[src/rtl/sdram_access_arbiter.sv]
// ---------------------------------------------------------------------------
// sdram_access_arbiter
//
// Shares the single SDRAM controller command port between three requesters:
// refresh (queued as a debt counter fed by DO_REFRESH rising edges), video
// line fetch and CPU. One command is issued per grant, and the arbiter waits
// for the core's completion pulse before it grants again. CPU_WAITn stalls the
// CPU until its access has completed.
//
// Optional feature: define CPU_STARVE_GUARD_EN to build a starvation counter
// that lets the CPU outrank video after STARVE_MAX consecutive losses.
// Without it the priority is strictly refresh > video > CPU.
//
// Ports
//   CLK, RSTn            SDRAM clock (rising edge), async active-low reset
//   DO_REFRESH           refresh tick, async; each rising edge adds one refresh
//   VIDEO_RDn, Video_A   video read request (level, active low) and address
//   CPU_RDn, CPU_WRn     CPU read/write requests (level, active low)
//   CPU_A                CPU address
//   MEM_DONE             one-cycle completion pulse from the core
//   MEM_START            one-cycle start pulse to the core
//   MEM_CMD              00 idle, 01 read, 10 write, 11 auto-refresh
//   MEM_A                address of the issued command
//   MEM_SRC              00 none, 01 cpu, 10 video, 11 refresh
//   CPU_WAITn            low while a CPU request is pending or in service
//   ARB_ERR              sticky timeout-abort flag
//   dbg_state            FSM state: 0 IDLE, 1 ISSUE, 2 BUSY
//
// Core handshake: MEM_START is high for exactly one cycle (ISSUE) with
// MEM_CMD/MEM_A/MEM_SRC valid; those stay stable until MEM_DONE (a one-cycle
// pulse) is seen in BUSY. MEM_DONE in any other state is ignored. If MEM_DONE
// does not arrive within TIMEOUT BUSY cycles the command is aborted.
// ---------------------------------------------------------------------------
module sdram_access_arbiter #(
  parameter int ADDR_W       = 20,
  parameter int REF_DEBT_MAX = 4,
  parameter int STARVE_MAX   = 3,
  parameter int TIMEOUT      = 255
) (
  input  logic              CLK,
  input  logic              RSTn,
  input  logic              DO_REFRESH,
  input  logic              VIDEO_RDn,
  input  logic [ADDR_W-1:0] Video_A,
  input  logic              CPU_RDn,
  input  logic              CPU_WRn,
  input  logic [ADDR_W-1:0] CPU_A,
  input  logic              MEM_DONE,
  output logic              MEM_START,
  output logic [1:0]        MEM_CMD,
  output logic [ADDR_W-1:0] MEM_A,
  output logic [1:0]        MEM_SRC,
  output logic              CPU_WAITn,
  output logic              ARB_ERR,
  output logic [1:0]        dbg_state
);

  localparam int DEBT_W = $clog2(REF_DEBT_MAX + 1);

  localparam logic [1:0] SRC_NONE = 2'b00;
  localparam logic [1:0] SRC_CPU  = 2'b01;
  localparam logic [1:0] SRC_VID  = 2'b10;
  localparam logic [1:0] SRC_REF  = 2'b11;

  localparam logic [1:0] CMD_IDLE = 2'b00;
  localparam logic [1:0] CMD_RD   = 2'b01;
  localparam logic [1:0] CMD_WR   = 2'b10;
  localparam logic [1:0] CMD_REF  = 2'b11;

  typedef enum logic [1:0] {
    S_IDLE  = 2'd0,
    S_ISSUE = 2'd1,
    S_BUSY  = 2'd2
  } state_t;

  state_t            state;
  state_t            state_nxt;
  logic              ref_s1;
  logic              ref_s2;
  logic              ref_s3;
  logic              ref_rise;
  logic [DEBT_W-1:0] debt;
  logic [7:0]        tmo;
  logic              tmo_hit;
  logic              busy_done;
  logic              ref_dec;
  logic              cpu_lock;
  logic              cpu_req;
  logic              vid_req;
  logic              ref_req;
  logic              cpu_first;
  logic [1:0]        win_src;

  // Two-flop synchroniser plus one delay flop for the edge detector.
  always_ff @(posedge CLK or negedge RSTn) begin
    if (!RSTn) begin
      ref_s1 <= 1'b0;
      ref_s2 <= 1'b0;
      ref_s3 <= 1'b0;
    end else begin
      ref_s1 <= DO_REFRESH;
      ref_s2 <= ref_s1;
      ref_s3 <= ref_s2;
    end
  end

  assign ref_rise = ref_s2 & ~ref_s3;

  // A CPU request that has just been completed stays locked out until the
  // CPU has released both strobes, so a held request is not served twice.
  assign cpu_req = (~CPU_RDn | ~CPU_WRn) & ~cpu_lock;
  assign vid_req = ~VIDEO_RDn;
  assign ref_req = (debt != '0);

  assign tmo_hit   = (tmo == 8'(TIMEOUT - 1));
  assign busy_done = (state == S_BUSY) && (MEM_DONE || tmo_hit);
  assign ref_dec   = busy_done && (MEM_SRC == SRC_REF);

`ifdef CPU_STARVE_GUARD_EN
  localparam int STARVE_W = $clog2(STARVE_MAX + 1);
  logic [STARVE_W-1:0] starve;

  always_ff @(posedge CLK or negedge RSTn) begin
    if (!RSTn) begin
      starve <= '0;
    end else if (state == S_IDLE) begin
      if (win_src == SRC_CPU) begin
        starve <= '0;
      end else if (win_src == SRC_VID && cpu_req && starve != STARVE_W'(STARVE_MAX)) begin
        starve <= starve + 1'b1;
      end
    end
  end

  assign cpu_first = (starve >= STARVE_W'(STARVE_MAX));
`else
  // STARVE_MAX only matters with the guard built; this is constant false.
  assign cpu_first = (STARVE_MAX < 0);
`endif

  // Winner selection: refresh always first, then video unless the CPU has
  // been starved long enough to outrank it.
  always_comb begin
    win_src = SRC_NONE;
    if (ref_req) begin
      win_src = SRC_REF;
    end else if (cpu_req && (cpu_first || !vid_req)) begin
      win_src = SRC_CPU;
    end else if (vid_req) begin
      win_src = SRC_VID;
    end
  end

  // FSM: state register
  always_ff @(posedge CLK or negedge RSTn) begin
    if (!RSTn) state <= S_IDLE;
    else       state <= state_nxt;
  end

  // FSM: next state
  always_comb begin
    state_nxt = state;
    case (state)
      S_IDLE:  if (win_src != SRC_NONE) state_nxt = S_ISSUE;
      S_ISSUE: state_nxt = S_BUSY;
      S_BUSY:  if (busy_done) state_nxt = S_IDLE;
      default: state_nxt = S_IDLE;
    endcase
  end

  // FSM: outputs
  always_comb begin
    MEM_START = (state == S_ISSUE);
    CPU_WAITn = ~(cpu_req | (MEM_SRC == SRC_CPU));
    dbg_state = state;
  end

  // Command latch: captured at grant, cmd/src cleared on completion while
  // the address is left as it was.
  always_ff @(posedge CLK or negedge RSTn) begin
    if (!RSTn) begin
      MEM_CMD <= CMD_IDLE;
      MEM_A   <= '0;
      MEM_SRC <= SRC_NONE;
    end else if (state == S_IDLE && win_src != SRC_NONE) begin
      MEM_SRC <= win_src;
      case (win_src)
        SRC_REF: begin
          MEM_CMD <= CMD_REF;
          MEM_A   <= '0;
        end
        SRC_VID: begin
          MEM_CMD <= CMD_RD;
          MEM_A   <= Video_A;
        end
        default: begin
          // Write wins when both CPU strobes are low.
          MEM_CMD <= CPU_WRn ? CMD_RD : CMD_WR;
          MEM_A   <= CPU_A;
        end
      endcase
    end else if (busy_done) begin
      MEM_CMD <= CMD_IDLE;
      MEM_SRC <= SRC_NONE;
    end
  end

  always_ff @(posedge CLK or negedge RSTn) begin
    if (!RSTn) begin
      tmo      <= '0;
      ARB_ERR  <= 1'b0;
      cpu_lock <= 1'b0;
      debt     <= '0;
    end else begin
      if (state == S_BUSY && !busy_done) tmo <= tmo + 1'b1;
      else                               tmo <= '0;

      if (state == S_BUSY && tmo_hit && !MEM_DONE) ARB_ERR <= 1'b1;

      if (busy_done && MEM_SRC == SRC_CPU) cpu_lock <= 1'b1;
      else if (CPU_RDn && CPU_WRn)         cpu_lock <= 1'b0;

      // A new tick and a finished refresh in the same cycle cancel out.
      if (ref_rise && !ref_dec) begin
        if (debt != DEBT_W'(REF_DEBT_MAX)) debt <= debt + 1'b1;
      end else if (!ref_rise && ref_dec) begin
        debt <= debt - 1'b1;
      end
    end
  end

endmodule

[config.mk]
export PLATFORM = sky130hd
export DESIGN_NAME = sdram_access_arbiter
export DESIGN_NICKNAME = d
export VERILOG_FILES = /design/src/rtl/sdram_access_arbiter.sv
export SDC_FILE = /design/constraint.sdc
export NUM_CORES = 1
export LEC_CHECK = 0
export CAP_MARGIN = 20
export CORE_AREA = 5 5 66 83
export CTS_BUF_LIST = sky130_fd_sc_hd__clkbuf_4
export DETAILED_ROUTE_END_ITERATION = 7
export DIE_AREA = 0 0 71 88
export PLACE_DENSITY = 0.88
export SLEW_MARGIN = 20
export SYNTH_ARGS = -nofsm -noshare
export SYNTH_HDL_FRONTEND = slang
export SYNTH_SLANG_ARGS = --single-unit
[constraint.sdc]
create_clock -name CLK -period 2.1 [get_ports CLK]
set_input_delay 0.63 -clock CLK [delete_from_list [all_inputs] [get_ports CLK]]
set_output_delay 0.63 -clock CLK [all_outputs]
set_load 0.01 [all_outputs]
==> run notes <==
The layout was made with Yosys and OpenROAD.

According to the finish report, the design has a final net count of 320. The global-route met1 utilization is 17.7%. Per the detailed placement report, the placed cell area equals 2880 um2.

The worst setup path is launched from a flop. The cell resize tally after clock tree synthesis is 7. The share of power burned in the clock network is 17.9%. The sequential standard cell area is 1050 um2. The sequential share of power is 36.5%. The setup clock skew after layout is 0.0105 ns.

The internal reg-to-reg setup slack is 0.16 ns. The routed wirelength on the met1 layer is recorded as 1810 um. The combinational power reported by the tool is 1.62 mW. Per the OpenROAD floorplan log, the area of the die is 6250 um2. The number of flip-flops in the largest register is 20. Buffers inserted to repair hold after CTS numbered 0. The worst path meets setup with 0.0856 ns of slack.

The max-slew check reports its worst relative slack as 48.4%. The multiplexer share of the synthesized area is 11.3%. The simple-gate share of the synthesized area is 15.1%. The detailed-routing iteration count for the pre-antenna-repair pass is 4. Of the total synthesized cell area, the portion taken by AND-OR and OR-AND cells is 12.9%.

The proportion of layout cells with a drive suffix above 1 is 10.7%. Switching power as a fraction of the total was reported as 34.6%. Max-cap violations in this run came to 0. The total stage count of the critical path is 2. The maximum achievable frequency is 0.496 GHz. OpenSTA, run right after detailed placement, puts the worst setup slack at -0.420 ns.

The number of global-route vias before repair is 1762. Counting every net in the synthesized netlist gives 237. The type of the tightest min-delay check is input pin to async pin. Of all flip-flops after synthesis, the portion carrying an async set or reset was 100%. According to the I/O placement log, the pin count is 76. The clock buffers instantiated in the layout total 5. The arrival time of the worst setup path is 1.38 ns.

The number of logic gates is 132. The final layout report lists a non-clock inverter count of 3. The clock network power reported by the tool is 0.634 mW.

The CTS report gives the tree buffer count as 5. The synthesized netlist occupies a cell area of 1990 um2. The highest cell delay on the worst timing path is 0.53 ns. Hold-check failures listed in the final report amount to 0. The post-synthesis instance total is 187. The register name with the most flops is MEM_A. The final routed wire length divided by cell count is 14.1 um.

The count of routing violations after the opening detailed-route iteration is 73. The critical path start-end classification is flop to output pin. Entering global routing, the biggest net connects 33 pins.

The worst IR drop on VDD is 0.715 mV. The number of setup buffers added after CTS is 1. The area taken by multi-input logic gates is 903 um2. The count of cells along the worst register-to-register path is 5. The initial antenna violation count is 0.

Using the TritonRoute via totals, the vias-per-cell ratio works out to 5.05. The area growth from synthesis to layout is 50.5%. The leakage power is 1.33 nW. The detailed-routed wire length on met2 is 2460 um. The clock edge transition at the registers on the reported setup and hold paths is 0.13 ns. The count of unique library cells instantiated by Yosys is 33. The largest driver fanout on the critical path is 4.

The floorplan step records an initial core utilization of 43.0%. The count of flip-flops with a built-in enable after synthesis is 0. The number of placed instances with taps included is 322. The row count is 28. The number of cells in the yosys synthesis report is 187.

Of the total standard cell area in the layout, the multi-input combinational portion is 30.2%. The cell family contributing the most delay on the critical path is buffers and inverters. Power attributed to sequential cells is 1.30 mW.

The net load switching power is 1.23 mW. The post-route standard cell area excluding fillers is 3000 um2. The routed layout has 1673 vias.

The horizontal die dimension reported for this design is 71 um. The number of warnings printed during yosys synthesis is 0. According to the timing report, the critical path is captured at dbg_state[0].

The final antenna diode tally reported by the flow is 0. TritonCTS built the clock tree. The relative contribution of combinational cells to total power is 45.6%.

The timing report notes that buffer and inverter cells on the critical path total 2. The number of port buffers is 75. The leftover overflow at the end of global routing is 0. The chip area estimate from yosys synthesis is 1990 um2. Per the post-route antenna check, the number of violating nets is 0.

Of all power groups, the one with the highest power is combinational cells. The internal power of the cells totals 2.32 mW. The run finished with clean final reports. For this run, global-route usage on met3 was measured as 5.28%. On the final layout, the worst hold slack is 0.205 ns. The synthesized design devotes to its leading area cell type 52.8% of total area.

According to the floorplan report, the placeable core area is 4620 um2. The global routing met2 resource utilization is 29.1%. The combined global-route utilization of all metal layers is 16.2%.

The critical path launch point is dbg_state[0]. The share of final layout cell area taken by non-clock buffers is 28.3%. Ranking logic cells in the layout by count gives the top entries clkdlybuf4s50_1 (70), dfrtp_1 (42), nand2_1 (27).

The highest metal layer carrying signal wires in the routed design is met4. The transition time of the tightest slew-check pin is 0.775 ns. Clock cells make up 3.55% of the layout cell area. The most common library cell in the layout ignoring fill and taps is clkdlybuf4s50_1. The wire length of the first global-routing pass is 7960 um. The commonest cells after synthesis are dfrtp_1 (42), nand2_1 (27), mux2i_1 (21), o31ai_1 (20), nor2_1 (14). Traced cell by cell, the critical path runs through buf_4 -> clkdlybuf4s50_1. The adder and majority cell fraction of the synthesized area is 2.26%. The leading cell category by total area is sequential cells. The root buffer cell chosen for the clock tree is clkbuf_4.

The routability-driven placement congestion ratio is 0.765. The clock network latency to the later pin of the worst-skew pair is 0.35 ns. The average instance in the mapped netlist occupies 10.6 um2.

The setup-violating endpoint count in the final report is 0. STA lists the endpoint of the worst register-to-register path as debt[1]. The registers reported with the highest flop counts are MEM_A (20), tmo (8), debt (3). Power spread over the standard cell area amounts to 1190 nW/um2.

After routing, the total negative slack on setup checks comes to 0 ns. The standard cell with the maximum stage delay on the critical path is clkdlybuf4s50_1. The final power report lists total power as 3.55 mW.

For this run, the number of standard cells in the final layout without fillers is 331. The number of register bits inferred by synthesis is 42. The half-perimeter wire length of the detailed placement result is 3670 um. The filler cells instantiated in the layout total 375. The worst setup path is captured at an output pin. The number of max-slew violations in the final report is 0. The xor-xnor portion of the synthesized cell area is 3.08%. The most used routing layer in global routing is met2.

Ranked by total cell area, the synthesized netlist is headed by dfrtp_1 (53%), mux2i_1 (11%), o31ai_1 (7.5%). Grouping non-sequential cells by family puts the most area in simple AND/OR/NAND/NOR gates. In this run the deepest clock path goes through 2 buffers.

The final critical path takes up 95.9% of the cycle. After detailed routing, the total wire length is 4680 um. The leading register cell type out of synthesis is dfrtp_1. The die is 88 um tall. In this run the number of H-tree levels came out at 2. Setup repair after global routing left no endpoint under its margin. Subtracting the final worst setup slack from the clock period gives 2.01 ns. The dominant cell by count in the synthesized netlist is dfrtp_1.
Fig. 1: placed standard cells
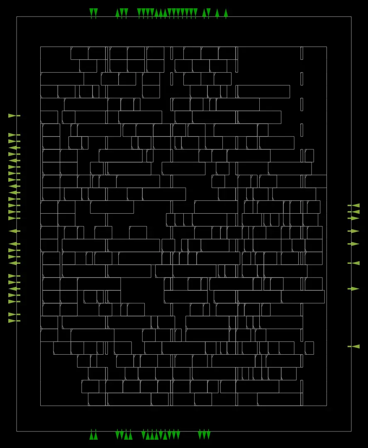
sequential cell count: 42
tapcell count: 60
fraction of standard cell area that is sequential: 35.1%
post-route core utilization: 64.8%

Fig. 2: the metal 3 layer
Drawn at 3 px/um. Cells faint in the background.
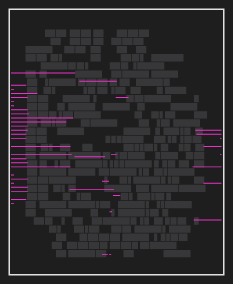
main direction = horizontal
nets with wire on the layer = 38
longest straight run = 21.2 um
share of all routed wire = 6.4%

Fig. 3: cells colored by class
Drawn at 6 px/um.
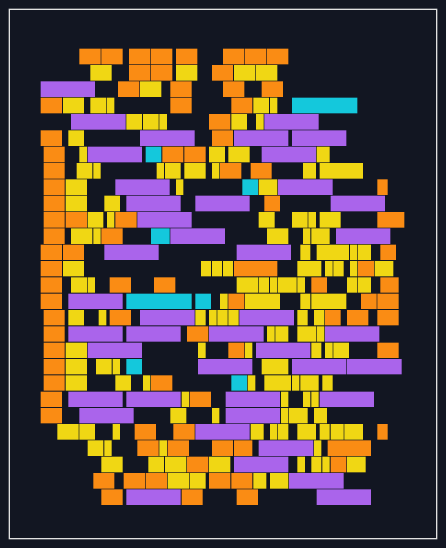
yellow -> remaining logic cells  # cells 135
orange -> remaining buffers and delay cells  # cells 86
purple -> registers  # cells 42
cyan -> clock drivers and dummy loads  # cells 8

Power and IR drop assume default switching activity.
